[src/rtl/enemy_wave.sv]
// Multi-slot enemy generator and mover for the barrage game.
// Each slot spawns at the right edge at a random height, steps left on a
// divided movement tick, and retires when it leaves the screen or is hit.
module enemy_wave #(
  parameter int N_ENEMY   = 4,
  parameter int TICK_DIV  = 1000000,
  parameter int STEP      = 7,
  parameter int X_SPAWN   = 1180,
  parameter int X_EXIT    = 30,
  parameter int Y_RESET   = 350,
  parameter int Y_MAX     = 700,
  parameter int SPAWN_GAP = 40
) (
  input  logic                   clk,
  input  logic                   rst,
  input  logic                   pause,
  input  logic [N_ENEMY-1:0]     hit,
  input  logic [9:0]             randint,
  output logic [12*N_ENEMY-1:0]  enemy_x,
  output logic [12*N_ENEMY-1:0]  enemy_y,
  output logic [N_ENEMY-1:0]     active,
  output logic [N_ENEMY-1:0]     escape,
  output logic [15:0]            kill_count
);

  localparam int CNT_W = $clog2(TICK_DIV);
  localparam int GAP_W = (SPAWN_GAP > 1) ? $clog2(SPAWN_GAP) : 1;
  localparam int IDX_W = (N_ENEMY > 1) ? $clog2(N_ENEMY) : 1;

  localparam logic [CNT_W-1:0] CNT_LAST  = CNT_W'(TICK_DIV - 1);
  localparam logic [GAP_W-1:0] GAP_LAST  = GAP_W'(SPAWN_GAP - 1);
  localparam logic [11:0]      X_SPAWN_C = 12'(X_SPAWN);
  localparam logic [11:0]      X_EXIT_C  = 12'(X_EXIT);
  localparam logic [11:0]      STEP_C    = 12'(STEP);
  localparam logic [11:0]      Y_RESET_C = 12'(Y_RESET);
  localparam logic [11:0]      Y_MAX_C   = 12'(Y_MAX);

  typedef enum logic {
    IDLE   = 1'b0,
    ACTIVE = 1'b1
  } slotState_e;

  logic [CNT_W-1:0]   tickCnt_q, tickCnt_d;
  logic               tick;
  logic [GAP_W-1:0]   spawnTimer_q, spawnTimer_d;
  logic               spawnEn;
  logic               anyIdle;
  logic [IDX_W-1:0]   spawnIdx;
  logic [11:0]        spawnY;
  logic [11:0]        randExt;

  slotState_e         state_q [N_ENEMY];
  slotState_e         state_d [N_ENEMY];
  logic [11:0]        xPos_q  [N_ENEMY];
  logic [11:0]        xPos_d  [N_ENEMY];
  logic [11:0]        yPos_q  [N_ENEMY];
  logic [11:0]        yPos_d  [N_ENEMY];
  logic [N_ENEMY-1:0] escape_q, escape_d;
  logic [15:0]        killCount_q, killCount_d;
  logic [4:0]         hitCount;
  logic [16:0]        killSum;

  // Movement tick divider: counter freezes while paused, tick marks the wrap cycle
  always_comb begin
    tickCnt_d = tickCnt_q;
    tick      = 1'b0;
    if (!pause) begin
      if (tickCnt_q == CNT_LAST) begin
        tick      = 1'b1;
        tickCnt_d = '0;
      end else begin
        tickCnt_d = tickCnt_q + CNT_W'(1);
      end
    end
  end

  // Spawn pacing: pick the lowest idle slot (pre-edge state) once the gap timer is full
  always_comb begin
    anyIdle      = 1'b0;
    spawnIdx     = '0;
    spawnEn      = 1'b0;
    spawnTimer_d = spawnTimer_q;
    randExt      = {2'b00, randint};
    spawnY       = (randExt <= Y_MAX_C) ? randExt : Y_MAX_C;
    for (int i = N_ENEMY - 1; i >= 0; i--) begin
      if (state_q[i] == IDLE) begin
        anyIdle  = 1'b1;
        spawnIdx = IDX_W'(i);
      end
    end
    if (tick) begin
      if (spawnTimer_q == GAP_LAST) begin
        if (anyIdle) begin
          spawnEn      = 1'b1;
          spawnTimer_d = '0;
        end
      end else begin
        spawnTimer_d = spawnTimer_q + GAP_W'(1);
      end
    end
  end

  // Per-slot next state: hit beats escape beats move; idle slots only wake by spawning
  always_comb begin
    hitCount = '0;
    for (int i = 0; i < N_ENEMY; i++) begin
      state_d[i]  = state_q[i];
      xPos_d[i]   = xPos_q[i];
      yPos_d[i]   = yPos_q[i];
      escape_d[i] = 1'b0;
      if (state_q[i] == ACTIVE) begin
        if (hit[i]) begin
          state_d[i] = IDLE;
          xPos_d[i]  = X_SPAWN_C;
          hitCount   = hitCount + 5'd1;
        end else if (tick) begin
          if (xPos_q[i] <= X_EXIT_C) begin
            state_d[i]  = IDLE;
            xPos_d[i]   = X_SPAWN_C;
            escape_d[i] = 1'b1;
          end else begin
            xPos_d[i] = xPos_q[i] - STEP_C;
          end
        end
      end else if (spawnEn && (spawnIdx == IDX_W'(i))) begin
        state_d[i] = ACTIVE;
        xPos_d[i]  = X_SPAWN_C;
        yPos_d[i]  = spawnY;
      end
    end
    killSum     = {1'b0, killCount_q} + 17'(hitCount);
    killCount_d = killSum[16] ? 16'hFFFF : killSum[15:0];
  end

  // State registers with synchronous reset that returns every slot to idle
  always_ff @(posedge clk) begin
    if (rst) begin
      tickCnt_q    <= '0;
      spawnTimer_q <= '0;
      escape_q     <= '0;
      killCount_q  <= '0;
      for (int i = 0; i < N_ENEMY; i++) begin
        state_q[i] <= IDLE;
        xPos_q[i]  <= X_SPAWN_C;
        yPos_q[i]  <= Y_RESET_C;
      end
    end else begin
      tickCnt_q    <= tickCnt_d;
      spawnTimer_q <= spawnTimer_d;
      escape_q     <= escape_d;
      killCount_q  <= killCount_d;
      for (int i = 0; i < N_ENEMY; i++) begin
        state_q[i] <= state_d[i];
        xPos_q[i]  <= xPos_d[i];
        yPos_q[i]  <= yPos_d[i];
      end
    end
  end

  for (genvar g = 0; g < N_ENEMY; g++) begin : g_pack
    assign enemy_x[12*g +: 12] = xPos_q[g];
    assign enemy_y[12*g +: 12] = yPos_q[g];
    assign active[g]           = (state_q[g] == ACTIVE);
  end

  assign escape     = escape_q;
  assign kill_count = killCount_q;

endmodule
[config.mk]
export PLATFORM = sky130hd
export DESIGN_NAME = enemy_wave
export DESIGN_NICKNAME = d
export VERILOG_FILES = /design/src/rtl/enemy_wave.sv
export SDC_FILE = /design/constraint.sdc
export NUM_CORES = 1
export LEC_CHECK = 0
export CAP_MARGIN = 20
export CORE_MARGIN = 2
export CORE_UTILIZATION = 52
export DETAILED_ROUTE_END_ITERATION = 8
export GPL_TIMING_DRIVEN = 0
export PLACE_DENSITY = 0.81
export SYNTH_ARGS = -nofsm -noshare
export SYNTH_HDL_FRONTEND = slang
export SYNTH_SLANG_ARGS = --single-unit
[constraint.sdc]
create_clock -name clk -period 5.2 [get_ports clk]
set_clock_uncertainty 0.05 [all_clocks]
set_input_delay 1.04 -clock clk [delete_from_list [all_inputs] [get_ports clk]]
set_output_delay 1.04 -clock clk [all_outputs]
set_load 0.02 [all_outputs]
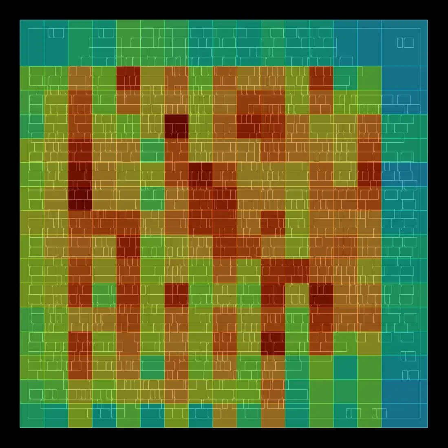
Fig. 1. Routing congestion map.
met3 Use GR: 0.0882
routed len/inst: 16.5 um
met1 Resource Use GR: 0.357

==> notes.md <==
flow finished, numbers: Hold WS 404 ps, Root Buffer clkbuf_16, DPL Wire Length 12.7 mm, CTS tree yes, tool warnings 30, Yosys Chip Area 6600 um2, first-pass GRT wire length 29.6 mm, end point of the critical path kill_count[14]$_SDFF_PP0_, Initial DRC Count 780, Top cell excl fill/tap dfxtp_1, Dominant flop cell dfxtp_1, share of cells above drive strength 1 0.0784, Post-Syn Area 6600 um2, Worst-Skew Late Latency 420 ps, fmax 0.205 GHz, final wirelength 18.4 mm, Period Utilization, post-route 0.937, tally of filler cells in the layout 1021, Mapped Cells 777, # port buffers 127, family with the most delay on the worst path adder cells, most used cell, CP ha_1, Syn Area/Cell 8.50 um2, Final Instance Count excl. Fillers 1116, Worst Path Buf+Inv 3, Crit path arrival time 5170 ps, initial antenna violation count 0, fa+ha+maj area frac 0.0353, ant diodes 0, io pins 137, DR DRC count 0, Largest logic family simple AND/OR/NAND/NOR gates, std cell rows 41, Worst slew margin 0.527, FF-to-FF path depth 19, top cell type by total area after synthesis dfxtp_1, WP data required 5500 ps, element type at the critical path end flip-flop, hold depth 2, worst setup path start hit[0], Synth area leaders dfxtp_1 (42%), nand2_1 (4.4%), nor2_1 (4.4%), Simple Share, Synth 0.267, Post-DRT Antenna Nets 0, placed insts 1083, Mux area share 0.0110, core box area 12500 um2, status finished, final reports clean, Async S/R FF share, synth 0, Synth Register Bits 138, Critical Path Stages 19, largest net degree at the start of global routing 17, Hold WC Path Type flip-flop to flip-flop, number of flops mapped to enable cells by yosys 0, vias in the first global route 5979, hold buffers post-CTS 0, chip area 13600 um2, Via density 5.78, Final Setup Violations 0, worst-path cell chain clkdlybuf4s50_1, and2_1, ha_1, mux2_2, ha_1, nand2_1, nand2_1, ha_1, nor2_1, a31oi_2, inv_1, fa_1, nor2b_1, o21ai_0, a21boi_2, and3_1, nand3_2, buf_2, a21oi_1, via count 6454, CP max stage delay 520 ps, most frequent cells in the layout dfxtp_1 (138), clkdlybuf4s50_1 (127), nand2_1 (77), nor2_1 (77), a21oi_1 (53), Worst IR Drop VDD 0.194 mV, global route total overflow 0, Leak 0.00333 uW, R2R setup slack 750 ps, # Cells Yosys 777, Die H 117 um, FP Util 0.527, register area share after synthesis 0.418, Largest type area fraction 0.418, worst reg2reg path startpoint state_q[0]$_SDFF_PP0_, H-tree depth 4, Critical Path Slowest Stage Cell clkdlybuf4s50_1, Worst-Margin Slew 709 ps, distinct lib cells 68, AO/OA Area Share 0.180, clk slew on worst S/H paths 60 ps, Synthesis Warnings 0, min Tclk post-route 4870 ps, GRT Util Overall 0.279, Hold EP yPos_q[1][9]$_SDFFE_PP0P_, hold wc startpoint yPos_q[1][9]$_SDFFE_PP0P_, gp weighted congestion 0.877, Die Wd 117 um, reg2reg end kill_count[14]$_SDFF_PP0_, XOR Share, Synth 0.0438, Clock Sinks 138, clk buf depth 2, nets@finish 968, Max FO, Critical Path 10, DR pass1 iterations 7, Setup crit start kind primary input, CTS buffer count 17, final-report max-slew violation count 0, Maximum Capacitance Violations 0, Final TNS setup 0 ps, final hold viol count 0, area growth from synthesis to final layout 32.6%, critical path class primary input to flip-flop, RSZ-0062 raised after global routing no, Pwr Density 276 nW/um2
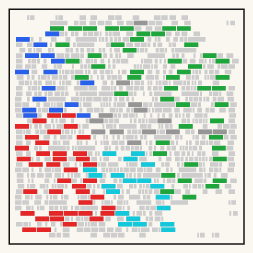
Fig. 2. Sequential cells coloured by netlist name.
(2 px per um) Other sequential cells in the stronger grey, the rest of the logic in the fainter grey.
Cyan is tickCnt_q, placed flops 20, where bottom centre. Blue is kill_count, placed flops 16. Green is xPos_q, placed flops 48. Red is yPos_q, placed flops 40.

final cells by class:
cell class,instances,area (um2),share of cell area
plain buffers,44,230,0.0263
clock buffers,21,450,0.0515
clock inverters,9,148,0.0169
inverters,15,56.3,0.00643
multi-input cells,587,3590,0.411
flip-flops and latches,138,2760,0.316
well taps,172,215,0.0246
repair buffers,130,1290,0.148
cell usage after synthesis, types with 2 or more instances:
cell	number
nor3_1	34
and3_1	15
and4_1	6
o31ai_1	9
a211o_1	5
buf_2	6
nor4_1	7
ha_1	17
nor4b_1	4
nand4_1	11
nand2b_1	7
o22ai_1	4
and2_1	10
nand2_1	77
nand4b_1	3
o31a_1	4
xor2_1	24
o21a_1	3
a211oi_1	9
dfxtp_1	138
nand3_1	34
clkbuf_1	24
nor3_2	3
nor2b_1	8
inv_1	15
or2_2	3
nor2_1	77
or3_1	14
buf_4	13
o22a_1	4
o21bai_1	6
mux2_2	2
o21ai_0	31
nor3b_1	2
a21oi_1	53
a311oi_1	2
a31oi_1	12
xnor2_1	9
mux2i_1	5
a21boi_0	2
a21o_1	11
o211ai_1	23
or4_1	6
worst register-to-register path, stage by stage, from the launching register on:
cell	delay [ps]
dfxtp_1	410
clkbuf_1	360
and2_1	220
ha_1	220
mux2_2	310
ha_1	310
nand2_1	110
nand2_1	70
ha_1	270
nor2_1	50
a31oi_2	170
inv_1	80
fa_1	430
nor2b_1	120
o21ai_0	140
a21boi_2	280
and3_1	270
nand3_2	160
buf_2	230
a21oi_1	130
kinds of logic (layout without fill, tap and decap cells):
kind of cell,count (synthesis),after routing
flops,138,138
fa+ha+maj,18,18
xor+xnor,33,33
mux,7,7
buf+inv,59,219
compound gates,184,184
other cells,1,8
simple gates,337,337
per-stage QoR:
step                power, uW  area [um2]  setup slack, ps  utilization
floorplan                1140        6630              608            -
global placement         1180        8110             -577        0.648
detailed placement       1180        8110             -605        0.648
CTS                      2420        8720              110        0.696
global route             2470        8750             42.0        0.699
finish                   2410        8750              327        0.699
where the power goes:
part,leakage (uW),total [uW],switching (uW),internal [uW]
sequential,0.00111,1070,7.51,1060
combinational,0.00192,90.0,57.7,32.3
clock,0.000293,1250,448,806
registers in the layout, summed over array words and instances (netlist names):
name and flops:
yPos_q 40, state_q 4, spawnTimer_q 6, escape 4
kill_count 16, xPos_q 48, tickCnt_q 20
what timing repair did:
action,CTS,global route
resized,2,5
pin swaps,0,1
hold endpoints to repair,0,0
buffers inserted,0,2
endpoints found under the setup margin,10,10
per-layer routing:
layer / GRT usage / wire length, um / vias up
li1: - / - / 3111
met1: 0.357 / 7940 / 3042
met2: 0.445 / 8530 / 274
met3: 0.0882 / 1700 / 27
met4: 0.103 / 287 / 0
met5: 0 / 0 / -
Power figures rest on the tool's default switching activity, not on a simulated workload.
